`src/rtl/fifo_pkg.sv`:
```
// -----------------------------------------------------------------------------
// fifo_pkg
// Shared definitions for the asynchronous FIFO and its read-side consumer.
//   FIFO_DATA_WIDTH : default word width, common to the FIFO and the reader
//   rs_state_t      : read-stream control states (IDLE, RUN, STOP)
//   ptr_width()     : pointer width needed to index a buffer of a given depth
// -----------------------------------------------------------------------------
package fifo_pkg;

   localparam int FIFO_DATA_WIDTH = 16;

   typedef enum logic [1:0] {
      IDLE = 2'd0,
      RUN  = 2'd1,
      STOP = 2'd2
   } rs_state_t;

   // Width of a circular-buffer pointer; never narrower than one bit.
   function automatic int ptr_width(input int depth);
      if (depth <= 2) begin
         return 1;
      end else begin
         return $clog2(depth);
      end
   endfunction

endpackage : fifo_pkg

```
`src/rtl/rs_skid_buf.sv`:
```
// -----------------------------------------------------------------------------
// rs_skid_buf
// Small circular buffer that absorbs words already requested from the FIFO
// while the stream consumer is stalled.
//   clk_i   : clock
//   rst_ni  : asynchronous active-low reset (pointers and occupancy)
//   push_i  : write din_i at the tail (caller guarantees room)
//   pop_i   : drop the head entry (caller guarantees non-empty)
//   din_i   : word to write
//   occ_o   : number of valid entries, 0..BUF_DEPTH
//   head_o  : oldest entry (meaningful only while occ_o != 0)
// -----------------------------------------------------------------------------
module rs_skid_buf
   import fifo_pkg::*;
#(
   parameter int DATA_WIDTH = FIFO_DATA_WIDTH,
   parameter int BUF_DEPTH  = 4
) (
   input  logic                            clk_i,
   input  logic                            rst_ni,
   input  logic                            push_i,
   input  logic                            pop_i,
   input  logic [DATA_WIDTH-1:0]           din_i,
   output logic [ptr_width(BUF_DEPTH):0]   occ_o,
   output logic [DATA_WIDTH-1:0]           head_o
);

   localparam int PW = ptr_width(BUF_DEPTH);
   localparam int OW = PW + 1;

   logic [DATA_WIDTH-1:0] mem_q [BUF_DEPTH];
   logic [PW-1:0]         wr_ptr_q;
   logic [PW-1:0]         wr_ptr_d;
   logic [PW-1:0]         rd_ptr_q;
   logic [PW-1:0]         rd_ptr_d;
   logic [OW-1:0]         occ_q;
   logic [OW-1:0]         occ_d;

   // Next pointers wrap naturally because the depth is a power of two.
   always_comb begin
      wr_ptr_d = wr_ptr_q;
      rd_ptr_d = rd_ptr_q;
      occ_d    = occ_q;

      if (push_i) begin
         wr_ptr_d = wr_ptr_q + PW'(1);
      end else begin
         wr_ptr_d = wr_ptr_q;
      end

      if (pop_i) begin
         rd_ptr_d = rd_ptr_q + PW'(1);
      end else begin
         rd_ptr_d = rd_ptr_q;
      end

      // A simultaneous push and pop leaves the occupancy unchanged.
      case ({push_i, pop_i})
         2'b10:   occ_d = occ_q + OW'(1);
         2'b01:   occ_d = occ_q - OW'(1);
         default: occ_d = occ_q;
      endcase
   end

   // Pointer and occupancy registers.
   always_ff @(posedge clk_i or negedge rst_ni) begin
      if (!rst_ni) begin
         wr_ptr_q <= {PW{1'b0}};
         rd_ptr_q <= {PW{1'b0}};
         occ_q    <= {OW{1'b0}};
      end else begin
         wr_ptr_q <= wr_ptr_d;
         rd_ptr_q <= rd_ptr_d;
         occ_q    <= occ_d;
      end
   end

   // Storage array; contents are qualified by occupancy, so no reset is needed.
   always_ff @(posedge clk_i) begin
      if (push_i) begin
         mem_q[wr_ptr_q] <= din_i;
      end
   end

   assign occ_o  = occ_q;
   assign head_o = mem_q[rd_ptr_q];

endmodule : rs_skid_buf

```
`src/rtl/fifo_rd_stream.sv`:
```
// -----------------------------------------------------------------------------
// fifo_rd_stream
// Read-side consumer of the asynchronous FIFO (rd_clk domain only). Issues
// reads against a FIFO with one-cycle read latency and re-presents the words
// as a valid/ready stream framed into packets of PKT_LEN words. Reads are
// issued only when the skid buffer has a credit for the returning word, so
// back-pressure never loses data and m_ready_i never reaches fifo_rd_en_o.
//   rd_clk_i     : clock
//   rst_ni       : asynchronous active-low reset
//   enable_i     : level; fetch packets while high, finish the packet when low
//   fifo_empty_i : FIFO empty flag
//   fifo_rd_en_o : FIFO read request
//   fifo_valid_i : FIFO read data valid (one cycle after an accepted read)
//   fifo_dout_i  : FIFO read data
//   m_valid_o    : stream word valid
//   m_ready_i    : stream consumer ready
//   m_data_o     : stream word (zero while m_valid_o is low)
//   m_last_o     : last word of a packet
//   busy_o       : not idle, buffer non-empty, or a read in flight
//   pkt_done_o   : one-cycle pulse after the handshake of a last word
//   err_o        : sticky; unexpected fifo_valid_i or buffer overflow attempt
// -----------------------------------------------------------------------------
module fifo_rd_stream
   import fifo_pkg::*;
#(
   parameter int DATA_WIDTH = FIFO_DATA_WIDTH,
   parameter int BUF_DEPTH  = 4,
   parameter int PKT_LEN    = 16
) (
   input  logic                  rd_clk_i,
   input  logic                  rst_ni,
   input  logic                  enable_i,
   input  logic                  fifo_empty_i,
   output logic                  fifo_rd_en_o,
   input  logic                  fifo_valid_i,
   input  logic [DATA_WIDTH-1:0] fifo_dout_i,
   output logic                  m_valid_o,
   input  logic                  m_ready_i,
   output logic [DATA_WIDTH-1:0] m_data_o,
   output logic                  m_last_o,
   output logic                  busy_o,
   output logic                  pkt_done_o,
   output logic                  err_o
);

   localparam int PW = ptr_width(BUF_DEPTH);
   localparam int OW = PW + 1;
   localparam int CW = $clog2(PKT_LEN);

   localparam logic [CW-1:0] CNT_LAST = CW'(PKT_LEN - 1);
   localparam logic [OW-1:0] DEPTH_C  = OW'(BUF_DEPTH);

   rs_state_t             state_q;
   rs_state_t             state_d;
   logic [CW-1:0]         issue_cnt_q;
   logic [CW-1:0]         issue_cnt_d;
   logic [CW-1:0]         out_cnt_q;
   logic [CW-1:0]         out_cnt_d;
   logic                  inflight_q;
   logic                  err_q;
   logic                  err_d;
   logic                  pkt_done_q;
   logic                  pkt_done_d;

   logic [OW-1:0]         occ_s;
   logic [DATA_WIDTH-1:0] head_s;
   logic [OW-1:0]         credit_s;
   logic                  stop_done_s;
   logic                  rd_en_s;
   logic                  m_valid_s;
   logic                  pop_s;
   logic                  push_s;
   logic                  full_s;
   logic                  last_s;

   rs_skid_buf #(
      .DATA_WIDTH (DATA_WIDTH),
      .BUF_DEPTH  (BUF_DEPTH)
   ) u_skid (
      .clk_i  (rd_clk_i),
      .rst_ni (rst_ni),
      .push_i (push_s),
      .pop_i  (pop_s),
      .din_i  (fifo_dout_i),
      .occ_o  (occ_s),
      .head_o (head_s)
   );

   // Credits: buffered words plus the word still on its way from the FIFO.
   assign credit_s = occ_s + OW'(inflight_q);

   // In STOP the packet is complete once the issue counter has wrapped back
   // to zero; entering STOP on a packet boundary completes immediately.
   assign stop_done_s = (state_q == STOP) && (issue_cnt_q == {CW{1'b0}});

   assign rd_en_s = (state_q != IDLE) && !fifo_empty_i &&
                    (credit_s < DEPTH_C) && !stop_done_s;

   assign m_valid_s = (occ_s != {OW{1'b0}});
   assign pop_s     = m_valid_s && m_ready_i;
   assign full_s    = (occ_s == DEPTH_C);
   // A word arriving into a full buffer is kept only if the head leaves now.
   assign push_s    = fifo_valid_i && (!full_s || pop_s);
   assign last_s    = m_valid_s && (out_cnt_q == CNT_LAST);

   // Control FSM next-state logic.
   always_comb begin
      state_d = state_q;
      case (state_q)
         IDLE: begin
            if (enable_i && !fifo_empty_i) begin
               state_d = RUN;
            end else begin
               state_d = IDLE;
            end
         end
         RUN: begin
            if (!enable_i) begin
               state_d = STOP;
            end else begin
               state_d = RUN;
            end
         end
         STOP: begin
            if (stop_done_s) begin
               state_d = IDLE;
            end else if (enable_i) begin
               state_d = RUN;
            end else begin
               state_d = STOP;
            end
         end
         default: state_d = IDLE;
      endcase
   end

   // Issue/output word counters, completion pulse and sticky error.
   always_comb begin
      issue_cnt_d = issue_cnt_q;
      out_cnt_d   = out_cnt_q;
      pkt_done_d  = 1'b0;
      err_d       = err_q;

      if (rd_en_s) begin
         if (issue_cnt_q == CNT_LAST) begin
            issue_cnt_d = {CW{1'b0}};
         end else begin
            issue_cnt_d = issue_cnt_q + CW'(1);
         end
      end else begin
         issue_cnt_d = issue_cnt_q;
      end

      if (pop_s) begin
         if (out_cnt_q == CNT_LAST) begin
            out_cnt_d = {CW{1'b0}};
         end else begin
            out_cnt_d = out_cnt_q + CW'(1);
         end
      end else begin
         out_cnt_d = out_cnt_q;
      end

      pkt_done_d = pop_s && last_s;

      // Data nobody asked for, or data with nowhere to go.
      if (fifo_valid_i && (!inflight_q || (full_s && !pop_s))) begin
         err_d = 1'b1;
      end else begin
         err_d = err_q;
      end
   end

   // Control and status registers.
   always_ff @(posedge rd_clk_i or negedge rst_ni) begin
      if (!rst_ni) begin
         state_q     <= IDLE;
         issue_cnt_q <= {CW{1'b0}};
         out_cnt_q   <= {CW{1'b0}};
         inflight_q  <= 1'b0;
         pkt_done_q  <= 1'b0;
         err_q       <= 1'b0;
      end else begin
         state_q     <= state_d;
         issue_cnt_q <= issue_cnt_d;
         out_cnt_q   <= out_cnt_d;
         inflight_q  <= rd_en_s;
         pkt_done_q  <= pkt_done_d;
         err_q       <= err_d;
      end
   end

   assign fifo_rd_en_o = rd_en_s;
   assign m_valid_o    = m_valid_s;
   // Zero the data lane when no word is presented so reset shows all-zero.
   assign m_data_o     = m_valid_s ? head_s : {DATA_WIDTH{1'b0}};
   assign m_last_o     = last_s;
   assign busy_o       = (state_q != IDLE) || m_valid_s || inflight_q;
   assign pkt_done_o   = pkt_done_q;
   assign err_o        = err_q;

endmodule : fifo_rd_stream
```
`config.mk`:
```
export PLATFORM = sky130hd
export DESIGN_NAME = fifo_rd_stream
export DESIGN_NICKNAME = d
export VERILOG_FILES = /design/src/rtl/fifo_pkg.sv /design/src/rtl/rs_skid_buf.sv /design/src/rtl/fifo_rd_stream.sv
export SDC_FILE = /design/constraint.sdc
export NUM_CORES = 1
export LEC_CHECK = 0
export CORE_MARGIN = 2
export CORE_UTILIZATION = 49
export DETAILED_ROUTE_END_ITERATION = 7
export PLACE_DENSITY_LB_ADDON = 0.15
export REMOVE_ABC_BUFFERS = 1
export SYNTH_ARGS = -nofsm -noshare
export SYNTH_HDL_FRONTEND = slang
export SYNTH_SLANG_ARGS = --single-unit
```
`constraint.sdc`:
```
create_clock -name rd_clk_i -period 2.1 [get_ports rd_clk_i]
set_clock_uncertainty 0.15 [all_clocks]
set_input_delay 0.42 -clock rd_clk_i [delete_from_list [all_inputs] [get_ports rd_clk_i]]
set_output_delay 0.42 -clock rd_clk_i [all_outputs]
set_load 0.01 [all_outputs]
```
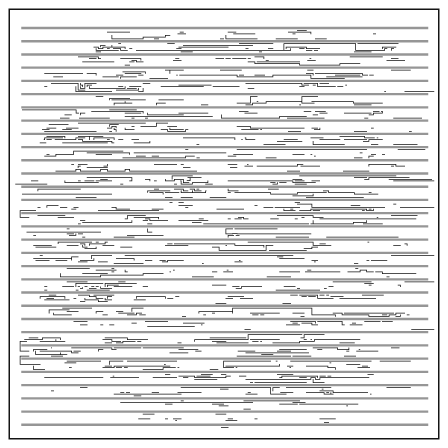
**Above:** the metal 1 layer.
Supply wires on this layer in grey.
share of all routed wire = 43%
longest straight run = 34.5 um
main direction = horizontal
wire length on this layer = 2870 um
nets with wire on the layer = 297
GR met1 Demand/Resource: 23.1%
vias after detailed routing: 2047
sum of routed wire length over all layers: 6.61 mm

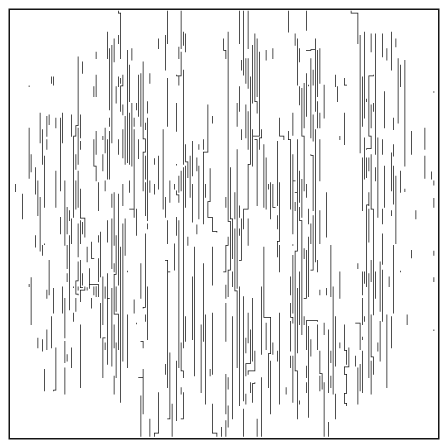
**Above:** signal wires on met2.
nets with wire on the layer = 296
longest straight run = 38.9 um
main direction = vertical
share of all routed wire = 52%
wire length on this layer = 3430 um
met2 track demand over resource: 29.3%

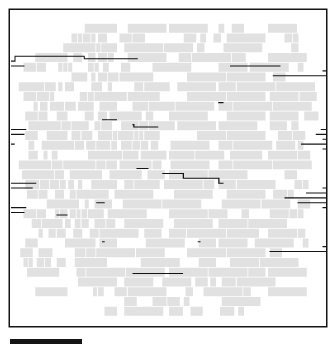
**Above:** signal wires on met3.
Scale bar: 20 um. Cells faint in the background.
nets with wire on the layer = 27
wire length on this layer = 204 um
main direction = horizontal
met3 track demand over resource in global routing: 3.96%

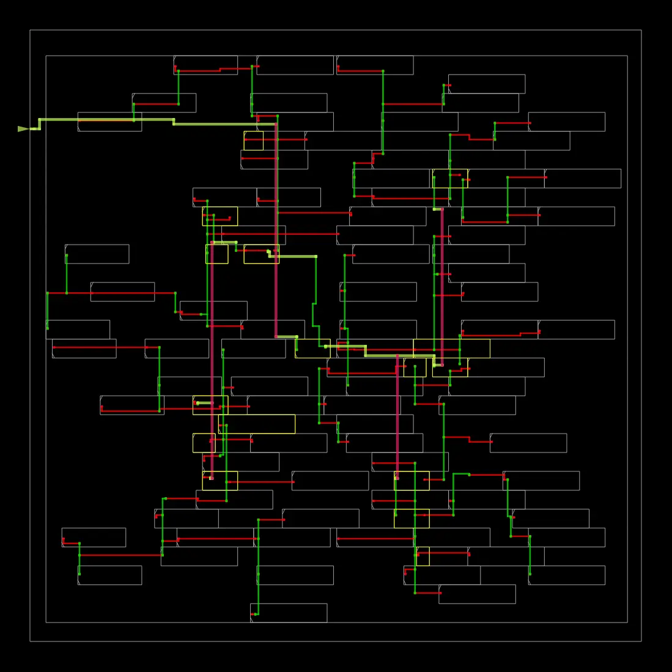
**Above:** clock wiring as the flow saved it.
# clk buffers: 9
number of clock buffers inserted by TritonCTS: 9
Latency at later pin: 0.34 ns
clock sink count: 84

==> run notes <==
run results: Inverters 8, fraction of area in non-clock buffers between 10% and 20%, portion of total power attributed to combinational logic a little under half, combinational power 3060 uW, Synthesized registers 84, reg2reg start u_skid.occ_o[1], total cell area at the placement stage approximately 4300 sq um, final non-filler cell total 404, outcome complete, but fails checks, cell count listed in synth_stat.txt 205, first drt pass iteration count 4, total number of cells along the worst setup path 5, maximum cell stage delay along the critical path slightly below 0.5 ns, Flop pwr share a little over a third, Final WS setup -0.281 ns, fraction of the mapped netlist area in simple logic gates just over 9%, number of buffers inserted for hold repair after clock tree synthesis 0, most popular library cell in the synthesized design by count sky130_fd_sc_hd__edfxtp_1, synthesized area 3460 sq um, count of max-cap constraint violations 0, H-tree Lvls 3, delay-heaviest family, CP multiplexers, global route overflow 0, total power divided by cell area between 1000 and 1500 nW/um^2, Biggest consumer combinational logic, syn avg cell area around 17 sq um, setup repair after global routing missed its margin yes, wire length of the first global-routing pass approximately 9.9 mm, part of the cycle the worst path needs 113%, violations in the final reports negative setup slack, combined area of the multi-input logic cells roughly 1100 sq um, chip footprint 7750 sq um, dominant class by area sequential cells, tally of unique sky130hd cells used after synthesis 34, biggest area consumer among synthesized cells sky130_fd_sc_hd__edfxtp_1, endpoints failing hold 0, setup-violating endpoint count in the final report 17, Crit path arrival time 1.81 ns
-- worst register-to-register path: cells and delay by family (launching register included) --
| kind | cells | cell delay [ns] |
|---|---|---|
| flip-flops | 1 | 0.42 |
| AND-OR/OR-AND | 1 | 0.18 |
| buffers and inverters | 1 | 0.16 |
| AND/OR/NAND/NOR | 2 | 0.78 |
| multiplexers | 1 | 0.20 |
-- per-layer routing --
layer | up-vias | wire, um
li1 | 974 | -
met1 | 1025 | 2870
met2 | 39 | 3430
met3 | 9 | 204
met4 | 0 | 104
met5 | - | 0
-- state kept, by name, summed over array words and instances (netlist names) --
register	flops
err_o	1
state_q	2
out_cnt_q	4
u_skid.wr_ptr_q	2
issue_cnt_q	4
pkt_done_o	1
u_skid.rd_ptr_q	2
u_skid.mem_q	64
inflight_q	1
u_skid.occ_o	3
No activity file was given, so power comes from the tool's default toggle rates.
